**Run 1: metal layers overlaid**

Drawn at 3 px/um. Only two layers are drawn.
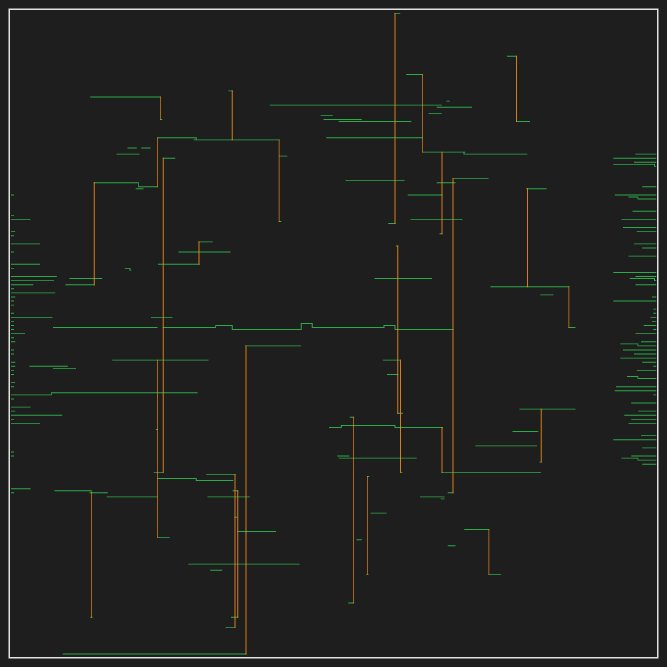
**Run 1: clock routing**

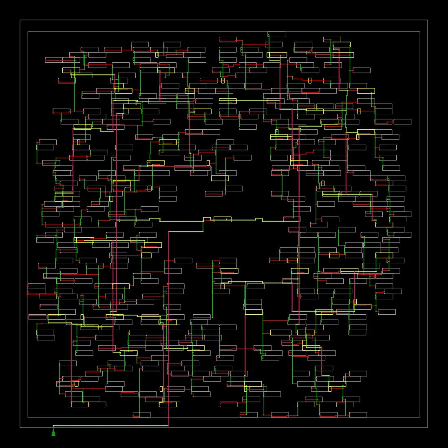
**Run 1: I/O nets highlighted**

Drawn at 1.5 px/um.
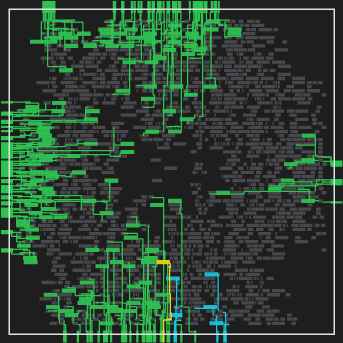
===== config.mk =====
export PLATFORM = sky130hd
export DESIGN_NAME = sparse_index_encoder
export DESIGN_NICKNAME = d
export VERILOG_FILES = /design/src/rtl/sparse_index_encoder.sv
export SDC_FILE = /design/constraint.sdc
export NUM_CORES = 1
export LEC_CHECK = 0
export CORE_MARGIN = 4
export CORE_UTILIZATION = 45
export DETAILED_ROUTE_END_ITERATION = 16
export PLACE_DENSITY = 0.69
export SETUP_SLACK_MARGIN = 0.15
export SLEW_MARGIN = 0
export SYNTH_ARGS = -nofsm -noshare
export SYNTH_HDL_FRONTEND = slang
export SYNTH_SLANG_ARGS = --single-unit

===== constraint.sdc =====
create_clock -name clk -period 5.76 [get_ports clk]
set_clock_uncertainty 0.05 [all_clocks]
set_input_delay 1.152 -clock clk [delete_from_list [all_inputs] [get_ports clk]]
set_output_delay 1.152 -clock clk [all_outputs]
set_load 0.005 [all_outputs]

===== src/rtl/sparse_index_encoder.sv =====
// Zero-run sparse encoder: packs nonzero dense elements into groups of 16/8/4
// {value, 4-bit relative index} entries, one group per handshake on the output side.
module sparse_index_encoder #(
    parameter int DATA_W    = 8,
    parameter int MAX_LANES = 16
) (
    input  logic                          clk,
    input  logic                          reset_n,
    input  logic [3:0]                    bitwidth,
    input  logic                          in_valid,
    output logic                          in_ready,
    input  logic [DATA_W-1:0]             in_data,
    input  logic                          in_last,
    output logic                          out_valid,
    input  logic                          out_ready,
    output logic [MAX_LANES*DATA_W-1:0]   out_values,
    output logic [MAX_LANES*4-1:0]        out_indices,
    output logic [4:0]                    out_count,
    output logic                          out_last
);

    typedef enum logic {ACCUM, HOLD} state_t;

    state_t                      state;
    logic [4:0]                  slot, slot_nxt, lanes_q, mode_lanes, eff_lanes;
    logic [3:0]                  run, idx, lim;
    logic                        first, tile_open, cont, write, accept, close;
    logic [DATA_W-1:0]           slot_val [MAX_LANES];
    logic [3:0]                  slot_idx [MAX_LANES];
    logic [MAX_LANES*DATA_W-1:0] grp_values;
    logic [MAX_LANES*4-1:0]      grp_indices;

    always_comb begin
        case (bitwidth)
            4'b0010: mode_lanes = 5'd16;
            4'b0100: mode_lanes = 5'd8;
            4'b1000: mode_lanes = 5'd4;
            default: mode_lanes = 5'd0;
        endcase
    end

    // Group size is frozen once a tile has started; only the opening element sees bitwidth.
    assign eff_lanes = tile_open ? lanes_q : mode_lanes;
    assign in_ready  = reset_n && (state == ACCUM) && (eff_lanes != 5'd0);
    assign accept    = in_valid && in_ready;

    // Slot 0 of a continuation group counts from the previous group's last entry, hence +1.
    assign cont     = (slot == 5'd0) && !first;
    assign lim      = cont ? 4'd14 : 4'd15;
    assign idx      = run + {3'd0, cont};
    assign write    = (in_data != '0) || (run == lim);
    assign slot_nxt = slot + {4'd0, write};
    assign close    = accept && ((slot_nxt == eff_lanes) || in_last);

    // NOTE: every output of this block gets its default before the conditional override, so no latch.
    always_comb begin
        for (int k = 0; k < MAX_LANES; k++) begin
            grp_values[k*DATA_W +: DATA_W] = slot_val[k];
            grp_indices[k*4 +: 4]          = slot_idx[k];
            if (write && (slot == 5'(k))) begin
                grp_values[k*DATA_W +: DATA_W] = in_data;
                grp_indices[k*4 +: 4]          = idx;
            end
        end
    end

    // NOTE: state updates use non-blocking assignments so every register samples pre-edge values.
    always_ff @(posedge clk or negedge reset_n) begin
        if (!reset_n) begin
            state       <= ACCUM;
            slot        <= 5'd0;
            run         <= 4'd0;
            first       <= 1'b1;
            tile_open   <= 1'b0;
            lanes_q     <= 5'd0;
            out_valid   <= 1'b0;
            out_values  <= '0;
            out_indices <= '0;
            out_count   <= 5'd0;
            out_last    <= 1'b0;
            // NOTE: slot storage is reset because unused output slots must read as zero.
            for (int k = 0; k < MAX_LANES; k++) begin
                slot_val[k] <= '0;
                slot_idx[k] <= '0;
            end
        end else begin
            case (state)
                ACCUM: begin
                    if (accept) begin
                        tile_open <= !in_last;
                        if (!tile_open) lanes_q <= mode_lanes;
                        if (close) begin
                            out_values  <= grp_values;
                            out_indices <= grp_indices;
                            out_count   <= slot_nxt;
                            out_last    <= in_last;
                            out_valid   <= 1'b1;
                            state       <= HOLD;
                            slot        <= 5'd0;
                            run         <= 4'd0;
                            first       <= in_last;
                            for (int k = 0; k < MAX_LANES; k++) begin
                                slot_val[k] <= '0;
                                slot_idx[k] <= '0;
                            end
                        end else if (write) begin
                            slot_val[slot[3:0]] <= in_data;
                            slot_idx[slot[3:0]] <= idx;
                            slot                <= slot_nxt;
                            run                 <= 4'd0;
                        end else begin
                            run <= run + 4'd1;
                        end
                    end
                end
                HOLD: begin
                    if (out_ready) begin
                        out_valid <= 1'b0;
                        state     <= ACCUM;
                    end
                end
            endcase
        end
    end

endmodule


==> deck_impl_summary.md, run 1 <==
Flow Results at a Glance

Status
  – Status: finished, final reports clean

Drt
  – Vias: around 12000
  – Routed wl met2: 21400 um
  – Detail Route met3 WL: around 1700 um
  – Top Metal Used: met4
  – Remaining DRCs: 0
  – Number of DRC markers in iteration 0: between 700 and 800
  – Metal-1 WL: between 20000 and 25000 um

Floorplan
  – # IOs: about 220
  – Die y size: between 200 and 250 um
  – Taps Inserted: 577
  – Placement Rows: roughly 75
  – Core area: around 42000 um^2
  – Chip width: 216 um
  – Chip area: around 47000 um^2

Cells and area
  – Mi-comb count: 972
  – Seq_cells: a little over 400
  – Final instance area: approximately 24000 um^2
  – Logic area: between 8000 and 9000 um^2
  – Non-clk buf share: 0.114
  – Fillers: roughly 3500
  – Clock network area share: 0.0589
  – Seq area share: 0.433
  – Most common logic cell in the routed design: dfrtp_1
  – Area grow syn2layout: 21.6%

Worst setup path
  – Cells along the critical path: clkdlybuf4s50_1 > nor4_1 > nand3_1 > ha_1 > ha_1 > nor4bb_1 > a31o_2 > a22oi_1 > nor4_4 > buf_4 > o21a_4 > buf_4 > mux2_4
  – Levels on crit path: 13
  – Worst path arrival time: approximately 5.3 ns
  – Critical path fanouts, max: 27
  – Crit-path slowest cell: nor4_1
  – Critical Path End Type: flop
  – Crit path buffers/inverters: 3

Timing
  – Setup_tns: 0 ns
  – Transition time of the tightest slew-check pin: between 1 and 1.5 ns
  – Hold Fails Final Rpt: 0
  – Post-layout min period: just under 5 ns
  – RSZ-0062 raised after global routing: false
  – Setup ws final: roughly 0.87 ns

Logic synthesis
  – Synth Area in Adders: 0.00322
  – Top cells by count: dfrtp_1, mux2_2, nor2_1
  – Yosys warning tally: 0
  – Most common cell in the synthesized netlist: dfrtp_1
  – Commonest flop: dfrtp_1
  – Top cell area share: 0.525
  – XOR/XNOR Area Share: 0.00677
  – Asr flop ratio synth: 1.00
  – Yosys Instances: approximately 1500
  – Synth area leaders: dfrtp_1, mux2_2, mux2_4, mux2i_1, nor2_1
  – YS chip area: roughly 19000 um^2
  – Seq/Total Area, Yosys: 0.526
  – Syn nets: 1537
  – Top logic family: multiplexers
  – Synth Area in Simple Gates: 0.0807
  – Count of library flops with an enable pin: 0

Hold path
  – Worst Hold Class: in2async

Global route
  – GRT met3 Usage: 0.0301
  – Total congestion overflow: 0
  – Initial antenna violation count: 0
  – Largest net degree at the start of global routing: about 160

Clocking
  – H-tree Lvls: 2
  – Worst-path clk slew: roughly 0.060 ns
  – Post-CTS Hold Fix Bufs: 0
  – Cells resized by post-CTS repair: 0
  – CTS tree: yes

Power
  – Worst VDD drop: around 0.25 mV
  – Leakage Power: ~11 nW

Place
  – Port bufs: 216
  – Detail Placement HPWL: roughly 30000 um
  – Cell total after placement: approximately 2200

Flow run
  – Max Cap Violations: 0
About 'metal layers overlaid':
Key: M4 = orange [wire length 1040 um]; M3 = green [wire length 1710 um]

About 'clock routing':
clk_lat worst skew: 0.56 ns
clkbuf count: 66
clk sinks: 408
CTS Buf Count: 44

About 'I/O nets highlighted':
Key: out_count = cyan [direction output, end cells 5, buffers 5, wire 155 um]; out_values = green [direction output, end cells 128, buffers 128, wire 5860 um]; out_last = yellow [direction output, end cells 1, buffers 1, wire 57.6 um]

==> run 1: state kept, by name, summed over array words and instances (netlist names), 4 cells and up <==
| signal | count |
|---|---|
| lanes_q | 5 |
| out_count | 5 |
| out_indices | 64 |
| out_values | 128 |
| run | 4 |
| slot | 5 |
| slot_idx | 64 |
| slot_val | 128 |
==> run 1: path summary, 6_finish.rpt <==
check	start	endpoint
max in group asynchronous	reset_n	slot_val[40]
setup reg to reg	slot[2]	out_indices[38]
min in group clk	out_valid	out_valid
hold reg to reg	out_valid	out_valid
hold / removal	reset_n	out_values[10]
setup / recovery	in_data[7]	out_indices[38]
==> run 1: where the power goes <==
| part | switching [W] | internal (W) |
|---|---|---|
| logic | 0.000959 | 0.00107 |
| registers | 0.000251 | 0.00326 |
| clock network | 0.00113 | 0.00164 |
| total | 0.00234 | 0.00597 |
**Run 1: M2 wires**

Drawn at 1.5 px/um. Cells faint in the background.
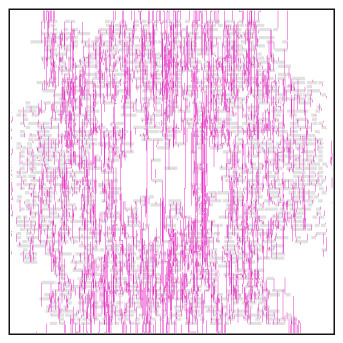

==> run 2: changes to the inputs <==
- clock period: 5.76 -> 4.53 ns (I/O delays scaled with it)
**Run 2: M2 wires**

Drawn at 1.5 px/um. Cells faint in the background.
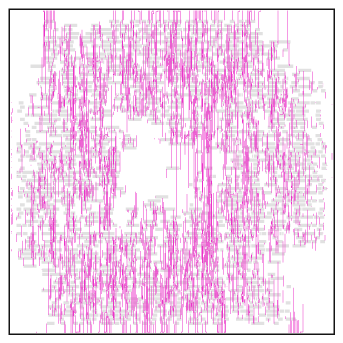
The longest straight run is 64.6 um. The layer carries 22.0 mm of wire. 1499 nets have wire on it.
Vias: 12300
GRT met2 Usage: 0.321
routed wire length: 47500 um

==> run 2 against run 1 <==
Net effect:
- core utilization grew 1.2 points
- via count grew 2.0%
- sequential power grew 27%
- die size is the same
- routed wire length grew 1.6%
- synthesized cell count is the same
- clock power grew 33%
- count of clock-buffer cells in the layout grew 4
- critical path type is now reg2reg
- largest cell class unchanged
- highest routed layer unchanged
==> deck_impl_summary.md, run 2 <==
Flow Results at a Glance

Cells and area
  – Most common logic cell in the routed design: dfrtp_1
  – Share of post-route cells with drive strength above 1: 0.318
  – Largest class: registers
  – Clock network area share: 0.0626 (+0.00364)
  – Final instance area: 24100 um^2 (+2.2%)
  – Non-clk buf share: 0.128 (+0.0138)
  – Mi-comb count: 972 (unchanged)
  – Top Registers: out_values (128), slot_val (128)
  – Fillers: 3460 (-0.80%)
  – Inverter count: 4
  – Top Layout Cells: dfrtp_1, clkdlybuf4s50_1, mux2_2
  – Logic area: 8560 um^2 (unchanged)
  – Seq area share: 0.424 (-0.00912)
  – Area grow syn2layout: 24.2%

Power
  – Comb. pwr: 0.00271 W (+33%)
  – Register share of total power: 0.410 (-0.012)
  – P_int: 0.00783 W (+31%)
  – Worst VDD drop: 0.267 mV (+6.5%)
  – Clock network fraction of design power: 0.340 (+0.007)
  – Top power group: registers
  – Sequential power: 0.00445 W (+27%)
  – Sw power: 0.00302 W (+29%)
  – Clk. pwr: 0.00369 W (+33%)
  – Logic pwr share: 0.250 (+0.005)

Logic synthesis
  – Unique cell types: 49
  – XOR/XNOR Area Share: 0.00677 (unchanged)
  – Top cells by count: dfrtp_1, mux2_2, nor2_1
  – Most common cell in the synthesized netlist: dfrtp_1
  – Top logic family: multiplexers
  – Yosys Instances: 1515 (unchanged)
  – Seq/Total Area, Yosys: 0.526 (unchanged)
  – Yosys warning tally: 0 (unchanged)
  – Synth Area in Adders: 0.00322 (unchanged)
  – Commonest flop: dfrtp_1
  – Asr flop ratio synth: 1.00 (unchanged)
  – YS chip area: 19400 um^2 (unchanged)
  – Synth area leaders: dfrtp_1, mux2_2, mux2_4, mux2i_1, nor2_1
  – Count of library flops with an enable pin: 0 (unchanged)
  – Synth Area in Simple Gates: 0.0807 (unchanged)
  – Syn nets: 1537 (unchanged)

Place
  – Detail Placement HPWL: 32200 um (+5.8%)
  – Cell total after placement: 2271 (+1.9%)
  – RePlAce Congestion: ~0.85
  – Port bufs: 216 (unchanged)

Clocking
  – Post-CTS Hold Fix Bufs: 0 (unchanged)
  – H-tree Lvls: 2 (unchanged)
  – Worst-path clk slew: 0.07 ns (about the same)
  – CTS Buf Count: 44 (unchanged)
  – Root Driver: clkbuf_16
  – Cells resized by post-CTS repair: 0 (unchanged)

Drt
  – Number of DRC markers in iteration 0: 749 (+2.2%)
  – Remaining DRCs: 0 (unchanged)
  – Post-DR wirelength/cell: 20.2 um

Worst setup path
  – Crit-path slowest cell: dfrtp_1
  – Critical Path End Type: flop
  – Worst path arrival time: 4.44 ns (-0.84 ns)
  – R2R cell count: 14
  – Critical Path Most Common Cell: ha_1
  – Critical Path End: out_count[1]
  – Critical path fanouts, max: 6 (-78%)
  – RR Startpoint: slot[4]
  – Crit path buffers/inverters: 2 (-1)
  – Cells along the critical path: or3_1 > nor3_1 > ha_1 > nand4_1 > nand3_1 > ha_1 > ha_1 > buf_4 > a31o_2 > a22oi_1 > nor4_4 > buf_4 > o21ai_0 > mux2_2
  – Worst R2R End: out_count[1]
  – Crit path from: slot[4]

Floorplan
  – # IOs: 217 (unchanged)
  – Taps Inserted: 577 (unchanged)
  – Die y size: 216 um (unchanged)
  – Placement Rows: 75 (unchanged)
  – Chip area: 46500 um^2 (unchanged)
  – Chip width: 216 um (unchanged)
  – Core area: 42300 um^2 (unchanged)

Status
  – Status: finished, final reports clean

Timing
  – Transition time of the tightest slew-check pin: 1.29 ns (+0.0390 ns)
  – RSZ-0062 raised after global routing: false
  – Hold Fails Final Rpt: 0 (unchanged)
  – Post-layout min period: 4.06 ns

Global route
  – Largest net degree at the start of global routing: 78 (-52%)
  – Total congestion overflow: 0 (unchanged)
  – Vias in the first global route: 13000

Flow run
  – Max Cap Violations: 0 (unchanged)
  – Tool warning count: 26

Hold path
  – Worst Hold Class: in2async
**Run 2: clock routing**

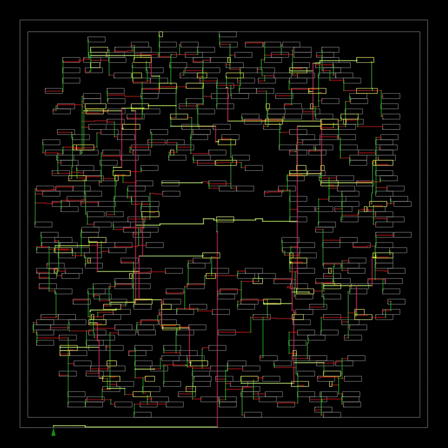
seq_cells: 408
clkbuf count: 70
clk_lat worst skew: 0.57 ns

==> run 2: cell counts after synthesis <==
Identical to the previous run, type by type.
==> run 2: metal layers <==
metal	wire length, um	share of wire	global-route usage
met1	22500	0.47	0.293
met2	22000	0.46	0.321
met3	2000	0.042	0.0319
met4	1000	0.021	0.0595
met5	0	0	0
==> run 2: per-stage QoR <==
stage | hold WS (ns) | setup slack [ns] | TNS, ns | total power, W
floorplan | 0.417 | 0.417 | 0 | 0.00605
global placement | 0.409 | -0.0700 | -3.11 | 0.00718
detailed placement | 0.419 | -0.0208 | -0.0598 | 0.00724
CTS | 0.189 | 0.472 | 0 | 0.0110
global route | 0.221 | 0.185 | 0 | 0.0114
finish | 0.202 | 0.468 | 0 | 0.0109
**Run 2: I/O nets highlighted**

Drawn at 1.5 px/um.
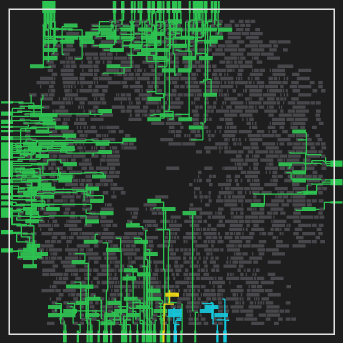

==> run 3: changes to the inputs <==
- ABC_CLOCK_PERIOD_IN_PS: unset -> 4530
- CORE_MARGIN: 4 -> unset
**Run 3: I/O nets highlighted**

Drawn at 2 px/um.
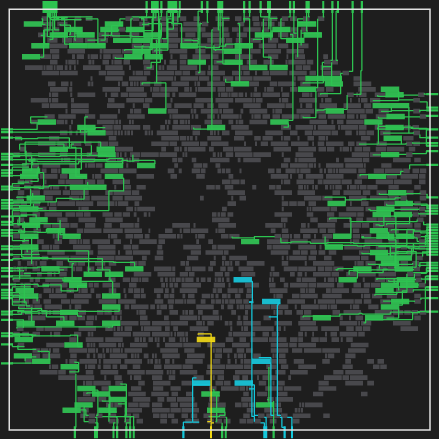
Key: out_values = green [direction output, end cells 128, buffers 128, wire 5060 um]; out_count = cyan [direction output, end cells 5, buffers 5, wire 266 um]; out_last = yellow [direction output, end cells 1, buffers 1, wire 58.6 um]
# IOs: 217
port bufs: 216

==> run 3 against run 2 <==
Net effect:
- worst setup slack worse by 0.12 ns
- register-to-register slack worse by 0.12 ns
- combinational power about the same
- synthesized cell count stayed put
- final area is 0.77% lower
- via count shrank 0.45%
- die size decreased by 5.5%
- clock power rose by 5.7%
- critical endpoint is now out_indices[45]
==> deck_impl_summary.md, run 3 <==
Flow Results at a Glance

Flow run
  – Tool warning count: 29 (+12%)
  – Max Cap Violations: 0 (unchanged)

Cells and area
  – Most common logic cell in the routed design: dfrtp_1
  – Seq_cells: 408 (unchanged)
  – Fillers: 3469 (+0.26%)
  – Final instance area: 23900 um^2 (-0.77%)
  – Clkbuf count: 68 (-2.9%)
  – Top Registers: out_values (128), slot_val (128)
  – Clock network area share: 0.0671 (+0.00452)
  – Top Layout Cells: dfrtp_1, mux2_2, clkdlybuf4s50_1
  – Mi-comb count: 972 (unchanged)
  – Logic area: 8560 um^2 (about the same)
  – Inverter count: 4 (unchanged)
  – Non-clk buf share: 0.119 (-0.00863)
  – Largest class: registers
  – Seq area share: 0.427 (+0.00330)
  – Share of post-route cells with drive strength above 1: 0.316 (-0.00133)
  – # diodes: 0
  – Reg area: around 10000 um^2
  – Area grow syn2layout: 23.2%

Logic synthesis
  – Syn nets: 1537 (unchanged)
  – Top cells by count: dfrtp_1, mux2_2, nor2_1
  – Commonest flop: dfrtp_1
  – Synth area leaders: dfrtp_1, mux2_2, mux2_4, mux2i_1, nor2_1
  – Yosys Instances: 1515 (unchanged)
  – Most common cell in the synthesized netlist: dfrtp_1
  – Yosys warning tally: 0 (unchanged)
  – Asr flop ratio synth: 1.00 (unchanged)
  – Count of library flops with an enable pin: 0 (unchanged)
  – Seq/Total Area, Yosys: 0.526 (unchanged)
  – Unique cell types: 49 (unchanged)

Global route
  – Total congestion overflow: 0 (unchanged)
  – GRT met3 Usage: 0.0331 (+0.00114)
  – Vias in the first global route: 12500 (-4.1%)
  – Largest net degree at the start of global routing: 198 (+150%)
  – Busiest metal layer after global routing: met2
  – Global-route met1 utilization: 0.326 (+0.0333)
  – GRT met2 Usage: 0.342 (+0.0203)

Clocking
  – Cells resized by post-CTS repair: 0 (unchanged)
  – Post-CTS Hold Fix Bufs: 0 (unchanged)
  – Worst-path clk slew: 0.06 ns (about the same)
  – Root Driver: clkbuf_16
  – H-tree Lvls: 2 (unchanged)
  – Clk sinks: around 400

Timing
  – RSZ-0062 raised after global routing: true
  – Hold Fails Final Rpt: 0 (unchanged)
  – Post-layout min period: 4.18 ns (+0.120 ns)
  – Hold_ws: 0.121 ns (-0.0813 ns)
  – Setup_tns: 0 ns (unchanged)
  – Setup ws final: 0.347 ns (-0.120 ns)
  – Transition time of the tightest slew-check pin: 1.20 ns (-0.0849 ns)

Worst setup path
  – Critical Path End Type: flop
  – Critical Path Most Common Cell: ha_1
  – Cells along the critical path: or3_1 > nor3_1 > ha_1 > nand4_1 > nand3_1 > ha_1 > ha_1 > nor4bb_1 > a31o_2 > a22oi_1 > nor4_4 > o21a_4 > buf_4 > buf_16 > mux2_4
  – RR Startpoint: slot[2]
  – Critical path fanouts, max: 41 (+35)
  – R2R cell count: 15 (+1)
  – Crit path buffers/inverters: 2 (unchanged)
  – Crit-path slowest cell: or3_1
  – Crit path from: slot[2]
  – Worst path arrival time: 4.57 ns (+0.13 ns)

Floorplan
  – Chip area: 44000 um^2 (-5.5%)
  – Core area: 42200 um^2 (-0.22%)
  – Chip width: 210 um (-2.8%)
  – Die y size: 210 um (-2.8%)
  – Taps Inserted: 539 (-6.6%)
  – Placement Rows: 75 (unchanged)

Hold path
  – Worst Hold Class: in2async

Drt
  – Metal-1 WL: 23200 um (+3.0%)
  – Remaining DRCs: 0 (unchanged)
  – Routed wire length: 48000 um (+1.1%)
  – Post-DR wirelength/cell: 20.9 um (+3.7%)
  – Vias: 12200 (-0.45%)
  – First drt pass iteration count: 4
  – Routed wl met2: 22000 um (about the same)
  – Number of DRC markers in iteration 0: 742 (-0.93%)
  – Detail Route met3 WL: 2090 um (+4.4%)

Place
  – Cell total after placement: 2212 (-2.6%)
  – Setup slack at placement: 0.0243 ns (+0.0451 ns)
  – RePlAce Congestion: 0.849 (+0.12%)
  – Detail Placement HPWL: 30100 um (-6.4%)

Status
  – Status: finished, final reports clean

Power
  – Worst VDD drop: 0.279 mV (+4.3%)
  – Final Power: 0.0110 W (+1.7%)
**Run 3: clock routing**

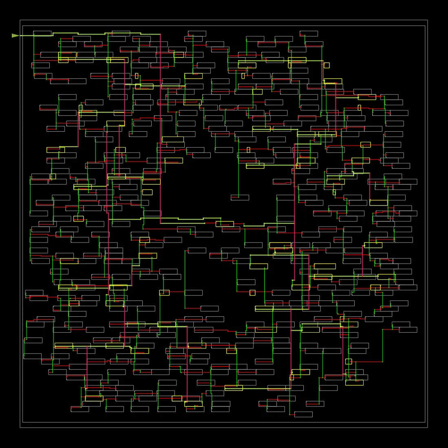
CTS Buf Count: 46
clk_lat worst skew: 0.56 ns

run 3: cell counts after synthesis:
No cell type changed its count.
run 3: cells by family (layout without fill, tap and decap cells):
| group | Yosys count | in the layout | share of synthesized area |
|---|---|---|---|
| DFF | 408 | 408 | 0.526 |
| buffers and inverters | 135 | 375 | 0.0381 |
| xor gates and xnor gates | 15 | 15 | 0.00677 |
| muxes | 506 | 506 | 0.314 |
| and+or+nand+nor | 345 | 345 | 0.0807 |
| adders and majority gates | 5 | 5 | 0.00322 |
| AOI/OAI and AO/OA | 101 | 101 | 0.0309 |
run 3: power breakdown:
part	internal, W	total (W)	switching (W)	leakage [nW]
Combinational	0.00141	0.00268	0.00127	4.79
Sequential	0.00414	0.00446	0.000321	5.62
Clock	0.00240	0.00390	0.00150	0.785

==> gallery <==
Layout detail.
picture 1
Window x 152 to 172, y 152 to 172 um. Cells in grey, sequential cells in the stronger grey; small squares are vias.
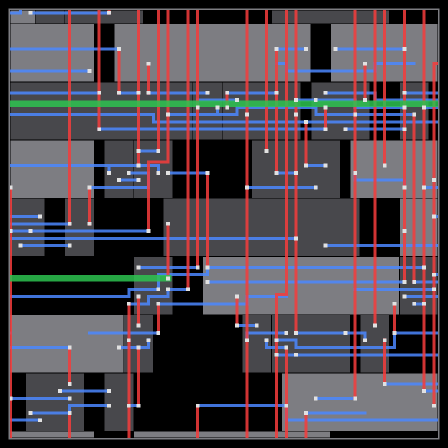
picture 2
Window x 147 to 167, y 147 to 167 um. Cells in grey, sequential cells in the stronger grey; small squares are vias.
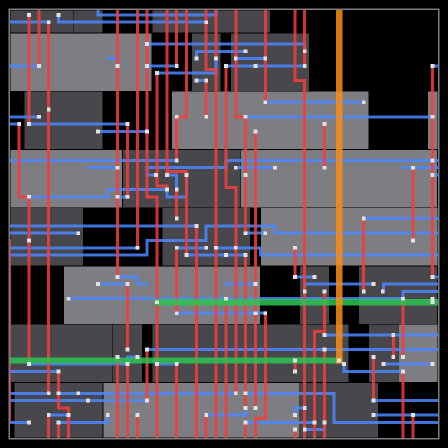
picture 3
Window x 152 to 172, y 152 to 172 um. Cells in grey, sequential cells in the stronger grey; small squares are vias.
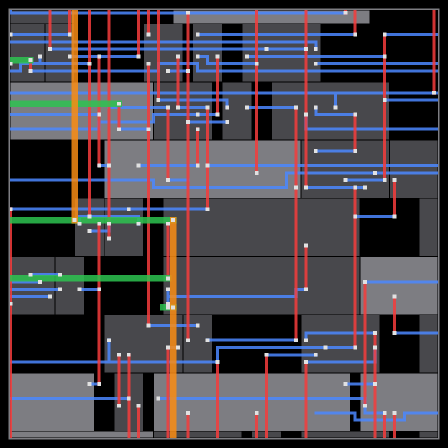
Picture 1 is run 1.
Picture 3 is run 2.
Picture 2 is run 3.

Key to picture 2:
Key: M4 = orange; M2 = red; M1 = blue; M3 = green
Sequential cells in the window: 7. Most frequent: dfrtp_1 (7), mux2i_1 (4), nor2_1 (4). 21 logic cells have their middle in the window. Netlist names of flops here include slot_val (6), out_values (1).

Power and IR drop assume default switching activity.
